## config.mk

```make
export PLATFORM = sky130hd
export DESIGN_NAME = bus_cycle_scheduler
export DESIGN_NICKNAME = d
export VERILOG_FILES = /design/src/rtl/bus_cycle_scheduler.sv
export SDC_FILE = /design/constraint.sdc
export NUM_CORES = 1
export LEC_CHECK = 0
export ABC_AREA = 0
export CAP_MARGIN = 20
export CELL_PAD_IN_SITES_DETAIL_PLACEMENT = 2
export CELL_PAD_IN_SITES_GLOBAL_PLACEMENT = 2
export CORE_MARGIN = 2
export CORE_UTILIZATION = 26
export CTS_CLUSTER_SIZE = 24
export DETAILED_ROUTE_END_ITERATION = 16
export GPL_TIMING_DRIVEN = 0
export PLACE_DENSITY = 0.93
export SLEW_MARGIN = 25
export SYNTH_ARGS = -nofsm -noshare
export SYNTH_HDL_FRONTEND = slang
export SYNTH_SLANG_ARGS = --single-unit
```

## constraint.sdc

```tcl
create_clock -name CLK -period 2.95 [get_ports CLK]
set_input_delay 0.4425 -clock CLK [delete_from_list [all_inputs] [get_ports CLK]]
set_output_delay 0.4425 -clock CLK [all_outputs]
set_load 0.03 [all_outputs]
```

## src/rtl/bus_cycle_scheduler.sv

```systemverilog
// Two-requester 68k bus-transfer scheduler: arbitrates HOST/AUX, sequences the bus FSM, splits longs, returns one response per request.
// Optional build macro SCHED_AUX_PRIORITY_EN: AUX always wins over HOST (quota counter removed).
module bus_cycle_scheduler #(
    parameter int ADDR_W     = 24,
    parameter int HOST_QUOTA = 1
) (
    input  logic              CLK,
    input  logic              RESET,
    input  logic              H_VALID,
    output logic              H_READY,
    input  logic [ADDR_W-1:0] H_ADDR,
    input  logic [31:0]       H_WDATA,
    input  logic [1:0]        H_SIZE,
    input  logic              H_RW,
    input  logic [2:0]        H_FC,
    input  logic              A_VALID,
    output logic              A_READY,
    input  logic [ADDR_W-1:0] A_ADDR,
    input  logic [31:0]       A_WDATA,
    input  logic [1:0]        A_SIZE,
    input  logic              A_RW,
    input  logic [2:0]        A_FC,
    output logic              FSM_ACTIVATE,
    output logic              MUST_CONTINUE,
    input  logic              FSM_FINALIZE,
    input  logic              FSM_LATCH,
    input  logic [15:0]       RD_WORD,
    output logic [ADDR_W-1:0] CYC_ADDR,
    output logic [15:0]       CYC_WDATA,
    output logic              CYC_BYTE,
    output logic              CYC_RW,
    output logic [2:0]        CYC_FC,
    output logic              RESP_VALID,
    input  logic              RESP_READY,
    output logic              RESP_ID,
    output logic [31:0]       RESP_DATA,
    output logic              RESP_ERR
);

    typedef enum logic [1:0] {IDLE, ISSUE, RUN, RESP} state_t;

    state_t            state_q, state_d;
    logic              phase_q, phase_d;
    logic              long_q, long_d;
    logic              a0_q, a0_d;
    logic [15:0]       wlo_q, wlo_d;
    logic [ADDR_W-1:0] cyc_addr_q, cyc_addr_d;
    logic [15:0]       cyc_wdata_q, cyc_wdata_d;
    logic              cyc_byte_q, cyc_byte_d;
    logic              cyc_rw_q, cyc_rw_d;
    logic [2:0]        cyc_fc_q, cyc_fc_d;
    logic              must_cont_q, must_cont_d;
    logic              resp_id_q, resp_id_d;
    logic [31:0]       rdata_q, rdata_d;
    logic              err_q, err_d;

    logic              grant_h, grant_a;
    logic [ADDR_W-1:0] req_addr;
    logic [31:0]       req_wdata;
    logic [1:0]        req_size;
    logic              req_rw;
    logic [2:0]        req_fc;
    logic              req_rej;

    // Grants are suppressed while RESET is high so nothing is accepted into a state being cleared.
`ifdef SCHED_AUX_PRIORITY_EN
    always_comb begin
        grant_a = (state_q == IDLE) && !RESET && A_VALID;
        grant_h = (state_q == IDLE) && !RESET && H_VALID && !A_VALID;
    end
`else
    logic [31:0] quota_q, quota_d;

    always_comb begin
        grant_h = 1'b0;
        grant_a = 1'b0;
        quota_d = quota_q;
        if (state_q == IDLE && !RESET) begin
            if (H_VALID && A_VALID) begin
                if (quota_q < 32'(HOST_QUOTA)) begin
                    grant_h = 1'b1;
                    quota_d = quota_q + 32'd1;
                end else begin
                    grant_a = 1'b1;
                    quota_d = '0;
                end
            end else if (H_VALID) begin
                grant_h = 1'b1;
                quota_d = '0;
            end else if (A_VALID) begin
                grant_a = 1'b1;
                quota_d = '0;
            end
        end
    end

    always_ff @(posedge CLK) begin
        if (RESET) quota_q <= '0;
        else       quota_q <= quota_d;
    end
`endif

    always_comb begin
        req_addr  = grant_a ? A_ADDR  : H_ADDR;
        req_wdata = grant_a ? A_WDATA : H_WDATA;
        req_size  = grant_a ? A_SIZE  : H_SIZE;
        req_rw    = grant_a ? A_RW    : H_RW;
        req_fc    = grant_a ? A_FC    : H_FC;
        req_rej   = (req_size == 2'd3) || ((req_size != 2'd0) && req_addr[0]);
    end

    always_comb begin
        state_d     = state_q;
        phase_d     = phase_q;
        long_d      = long_q;
        a0_d        = a0_q;
        wlo_d       = wlo_q;
        cyc_addr_d  = cyc_addr_q;
        cyc_wdata_d = cyc_wdata_q;
        cyc_byte_d  = cyc_byte_q;
        cyc_rw_d    = cyc_rw_q;
        cyc_fc_d    = cyc_fc_q;
        must_cont_d = must_cont_q;
        resp_id_d   = resp_id_q;
        rdata_d     = rdata_q;
        err_d       = err_q;
        case (state_q)
            IDLE: begin
                if (grant_h || grant_a) begin
                    resp_id_d   = grant_a;
                    rdata_d     = '0;
                    err_d       = req_rej;
                    cyc_addr_d  = req_addr;
                    cyc_rw_d    = req_rw;
                    cyc_fc_d    = req_fc;
                    cyc_byte_d  = (req_size == 2'd0);
                    long_d      = (req_size == 2'd2);
                    a0_d        = req_addr[0];
                    wlo_d       = req_wdata[15:0];
                    phase_d     = 1'b0;
                    must_cont_d = !req_rej && (req_size == 2'd2);
                    case (req_size)
                        2'd0:    cyc_wdata_d = {req_wdata[7:0], req_wdata[7:0]};
                        2'd2:    cyc_wdata_d = req_wdata[31:16];
                        default: cyc_wdata_d = req_wdata[15:0];
                    endcase
                    state_d = req_rej ? RESP : ISSUE;
                end
            end
            ISSUE: begin
                phase_d = 1'b0;
                state_d = RUN;
            end
            RUN: begin
                if (FSM_LATCH && cyc_rw_q) begin
                    if (long_q && !phase_q)
                        rdata_d[31:16] = RD_WORD;
                    else if (cyc_byte_q)
                        rdata_d = {24'd0, a0_q ? RD_WORD[7:0] : RD_WORD[15:8]};
                    else
                        rdata_d[15:0] = RD_WORD;
                end
                // Second word of a long: the bus FSM re-enters SETUP on its own, no new ACTIVATE.
                if (FSM_FINALIZE) begin
                    if (must_cont_q) begin
                        phase_d     = 1'b1;
                        must_cont_d = 1'b0;
                        cyc_addr_d  = cyc_addr_q + ADDR_W'(2);
                        cyc_wdata_d = wlo_q;
                    end else begin
                        state_d = RESP;
                    end
                end
            end
            RESP: begin
                if (RESP_READY) state_d = IDLE;
            end
            default: state_d = IDLE;
        endcase
    end

    always_ff @(posedge CLK) begin
        if (RESET) begin
            state_q     <= IDLE;
            phase_q     <= 1'b0;
            long_q      <= 1'b0;
            a0_q        <= 1'b0;
            wlo_q       <= '0;
            cyc_addr_q  <= '0;
            cyc_wdata_q <= '0;
            cyc_byte_q  <= 1'b0;
            cyc_rw_q    <= 1'b0;
            cyc_fc_q    <= '0;
            must_cont_q <= 1'b0;
            resp_id_q   <= 1'b0;
            rdata_q     <= '0;
            err_q       <= 1'b0;
        end else begin
            state_q     <= state_d;
            phase_q     <= phase_d;
            long_q      <= long_d;
            a0_q        <= a0_d;
            wlo_q       <= wlo_d;
            cyc_addr_q  <= cyc_addr_d;
            cyc_wdata_q <= cyc_wdata_d;
            cyc_byte_q  <= cyc_byte_d;
            cyc_rw_q    <= cyc_rw_d;
            cyc_fc_q    <= cyc_fc_d;
            must_cont_q <= must_cont_d;
            resp_id_q   <= resp_id_d;
            rdata_q     <= rdata_d;
            err_q       <= err_d;
        end
    end

    assign H_READY       = grant_h;
    assign A_READY       = grant_a;
    assign FSM_ACTIVATE  = (state_q == ISSUE);
    assign MUST_CONTINUE = must_cont_q;
    assign CYC_ADDR      = cyc_addr_q;
    assign CYC_WDATA     = cyc_wdata_q;
    assign CYC_BYTE      = cyc_byte_q;
    assign CYC_RW        = cyc_rw_q;
    assign CYC_FC        = cyc_fc_q;
    assign RESP_VALID    = (state_q == RESP);
    assign RESP_ID       = resp_id_q;
    assign RESP_DATA     = rdata_q;
    assign RESP_ERR      = err_q;

endmodule

```

### Placement by cell class

Bar = 50 um.
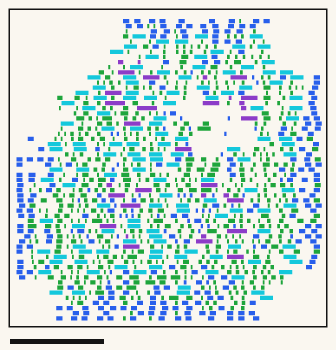
color	class	cells
blue	remaining buffers and delay cells	293
cyan	registers	133
green	remaining logic cells	671
purple	clock drivers and dummy loads	32
Core Util, Final: 39.7%
row count: 59
sequential share of cell area: 25.6%
Final Cell Area: 0.0104 mm^2
core outline area: 0.0262 mm^2

### Routing congestion map

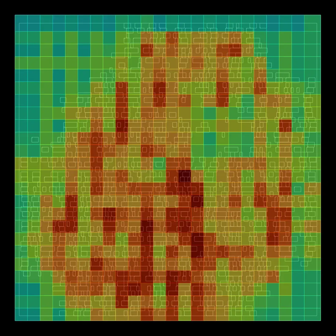
Avg WL per Cell: 24.3 um
GR Util All Layers: 25.0%
GR Layer Usage met1: 28.8%
GR Util met3: 5.63%
gr busiest metal: met2

### Drive-strength map

Bar = 50 um.
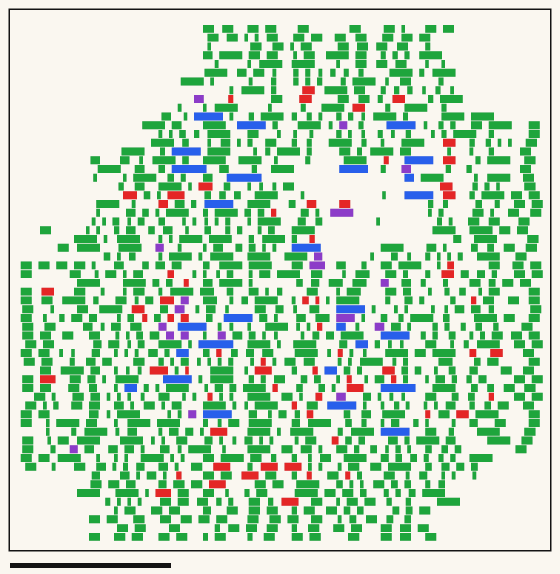
color	size	cells	share
purple	x3 and x4	19	1.7%
red	x2	66	5.8%
blue	x6 and larger	27	2.4%
green	x1 and smaller	1017	90%

### Gate-type map

Bar = 50 um.
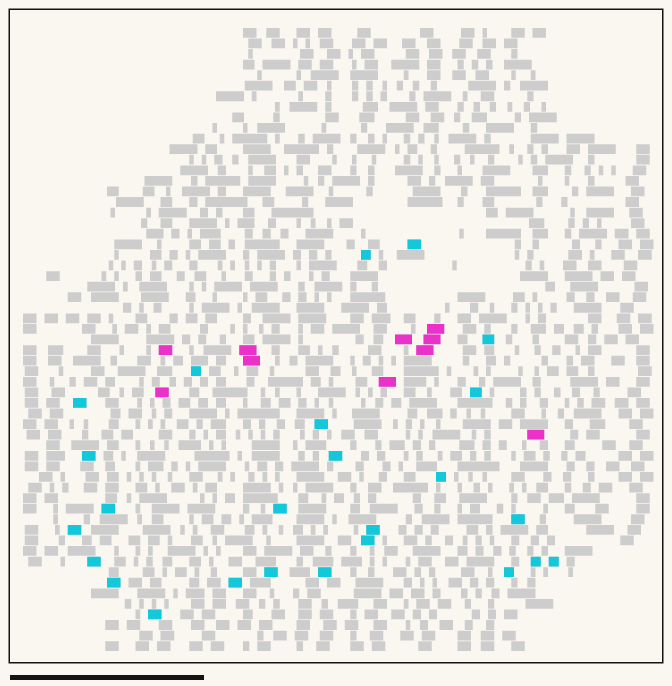
color	family	cells
magenta	fa/ha/maj cells	10
cyan	non-inverting ao/oa cells	25
most frequent logic cell in the layout: clkdlybuf4s50_1
Final Non-Filler Cells: 1465
multi-input logic portion of the cell area: 38.5%

### Sequential cells colored by netlist name

Bar = 50 um.
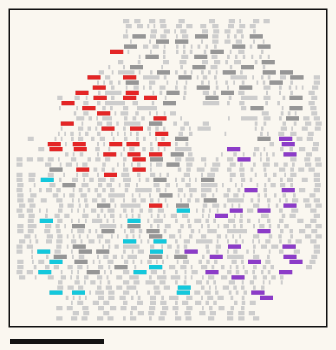
color	signal	sequential cells
purple	CYC_ADDR	24
red	quota_q	32
cyan	CYC_WDATA	16
not colored	61
sequential power: 2.42 mW
Seq. cell area: 0.00266 mm^2

==> deck_impl_summary.md <==
Physical Implementation Snapshot

Floorplanning
  • Die Width: 168 um
  • I/O pin total: 231
  • Chip area: 0.0281 mm^2
  • DIE HEIGHT: 168 um
  • Fp_density: 26.6%

Finish
  • Comb area: 0.00401 mm^2
  • Clkbuf count: 17
  • Top cells excl fill/tap: clkdlybuf4s50_1 (227), dfxtp_1 (133), nand2_1 (115), nor2_1 (96), a21oi_1 (59)
  • Signal inverters: 19
  • Bufs w/o clock: 293
  • Layout Nets: 1271
  • Share of layout cells above drive strength 1: 9.92%
  • Clock buf/inv share: 6.05%
  • Fillcell total: 2925
  • Ant diodes: 1
  • Area-dominant class: combinational gates
  • Flops: 133

Critical path
  • Crit path kind: reg -> reg
  • R2R Path End: CYC_WDATA[13]$_SDFFE_PP0P_
  • Number of cells on the critical path: 9
  • Crit path to: CYC_WDATA[13]$_SDFFE_PP0P_
  • Worst path arrival time: 3.47 ns
  • CP max FO: 7
  • CP delay by family, top: AND-OR/OR-AND gates
  • Critical Path Start: quota_q[1]$_SDFFE_PP0P_
  • Crit path cell chain: inv_1 > ha_1 > nor4b_2 > nand4_1 > buf_4 > o311ai_2 > a221oi_1 > a2111oi_1 > a221o_1

Global route
  • Initial antenna violation count: 1
  • Remaining global-route overflow: 0
  • Met2 Usage GRT: 44.8%
  • Vias in the first global route: 9322
  • Largest net degree at the start of global routing: 17

Route
  • Final WL: 35600 um
  • DRT antenna net count: 0
  • Starting DRT DRC Count: 525
  • Met3 wire len: 2030 um
  • Highest routed layer: met4
  • Wire length on met1: 14600 um
  • Total number of vias: 8167
  • Residual DRC: 0

CTS
  • CTS buffer count: 17
  • CTS sink cnt: 133
  • Clock transition at path regs: 0.07 ns
  • CTS Hold Buffers Added: 0
  • Worst-Skew Late Latency: 0.44 ns

STA
  • Endpoints failing setup: 2
  • WHS: 0.452 ns
  • Setup tns final: -0.145 ns
  • Final min period: 3.08 ns
  • Worst Skew: 0.0151 ns
  • RSZ-0062 raised after global routing: true
  • Final worst slack: -0.132 ns
  • Max_slew headroom: 48.4%

Power and ir drop
  • Sw Pwr: 3.19 mW
  • Clk pwr share: 29.8%
  • Power Combinational: 3.12 mW
  • Worst vdd ir: 0.000439 V
  • Design Power: 7.89 mW
  • Logic pwr share: 39.5%
  • Power per standard cell area: 758 mW/mm^2
  • Clk. pwr: 2.35 mW

Synth
  • Mux share of post-synthesis cell area: 5.55%
  • Yosys stat area: 0.00697 mm^2
  • Most common reg cell: dfxtp_1
  • Most numerous cell in the Yosys netlist: dfxtp_1
  • Adder share: 1.72%
  • Post-synth top cells: dfxtp_1 (133), nand2_1 (115), nor2_1 (99)
  • YS warnings: 0
  • Yosys cell count: 863
  • Async S/R FF share, synth: 0%
  • Synthesized area per cell: 8.07 um^2
  • Mapped cell area: 0.00697 mm^2
  • Top-area cell share: 38.2%
  • Flops after synth: 133
  • Netlist cell types: 64
  • Top logic family: simple AND/OR/NAND/NOR gates

Place
  • PortBufs: 229
  • Placed Area: 0.00968 mm^2
  • Worst slack, placed: -0.661 ns

Hold path
  • Worst hold path class: reg -> reg
  • Hold EP: RESP_DATA[2]$_SDFFE_PP0P_
  • Hold path cells: 2

Job
  • # Max-Cap Violations: 0
  • Log Warnings: 33

Status
  • Run status: complete, but fails checks
  • Failing checks: negative setup slack
Power is estimated from default activity; no workload was simulated.
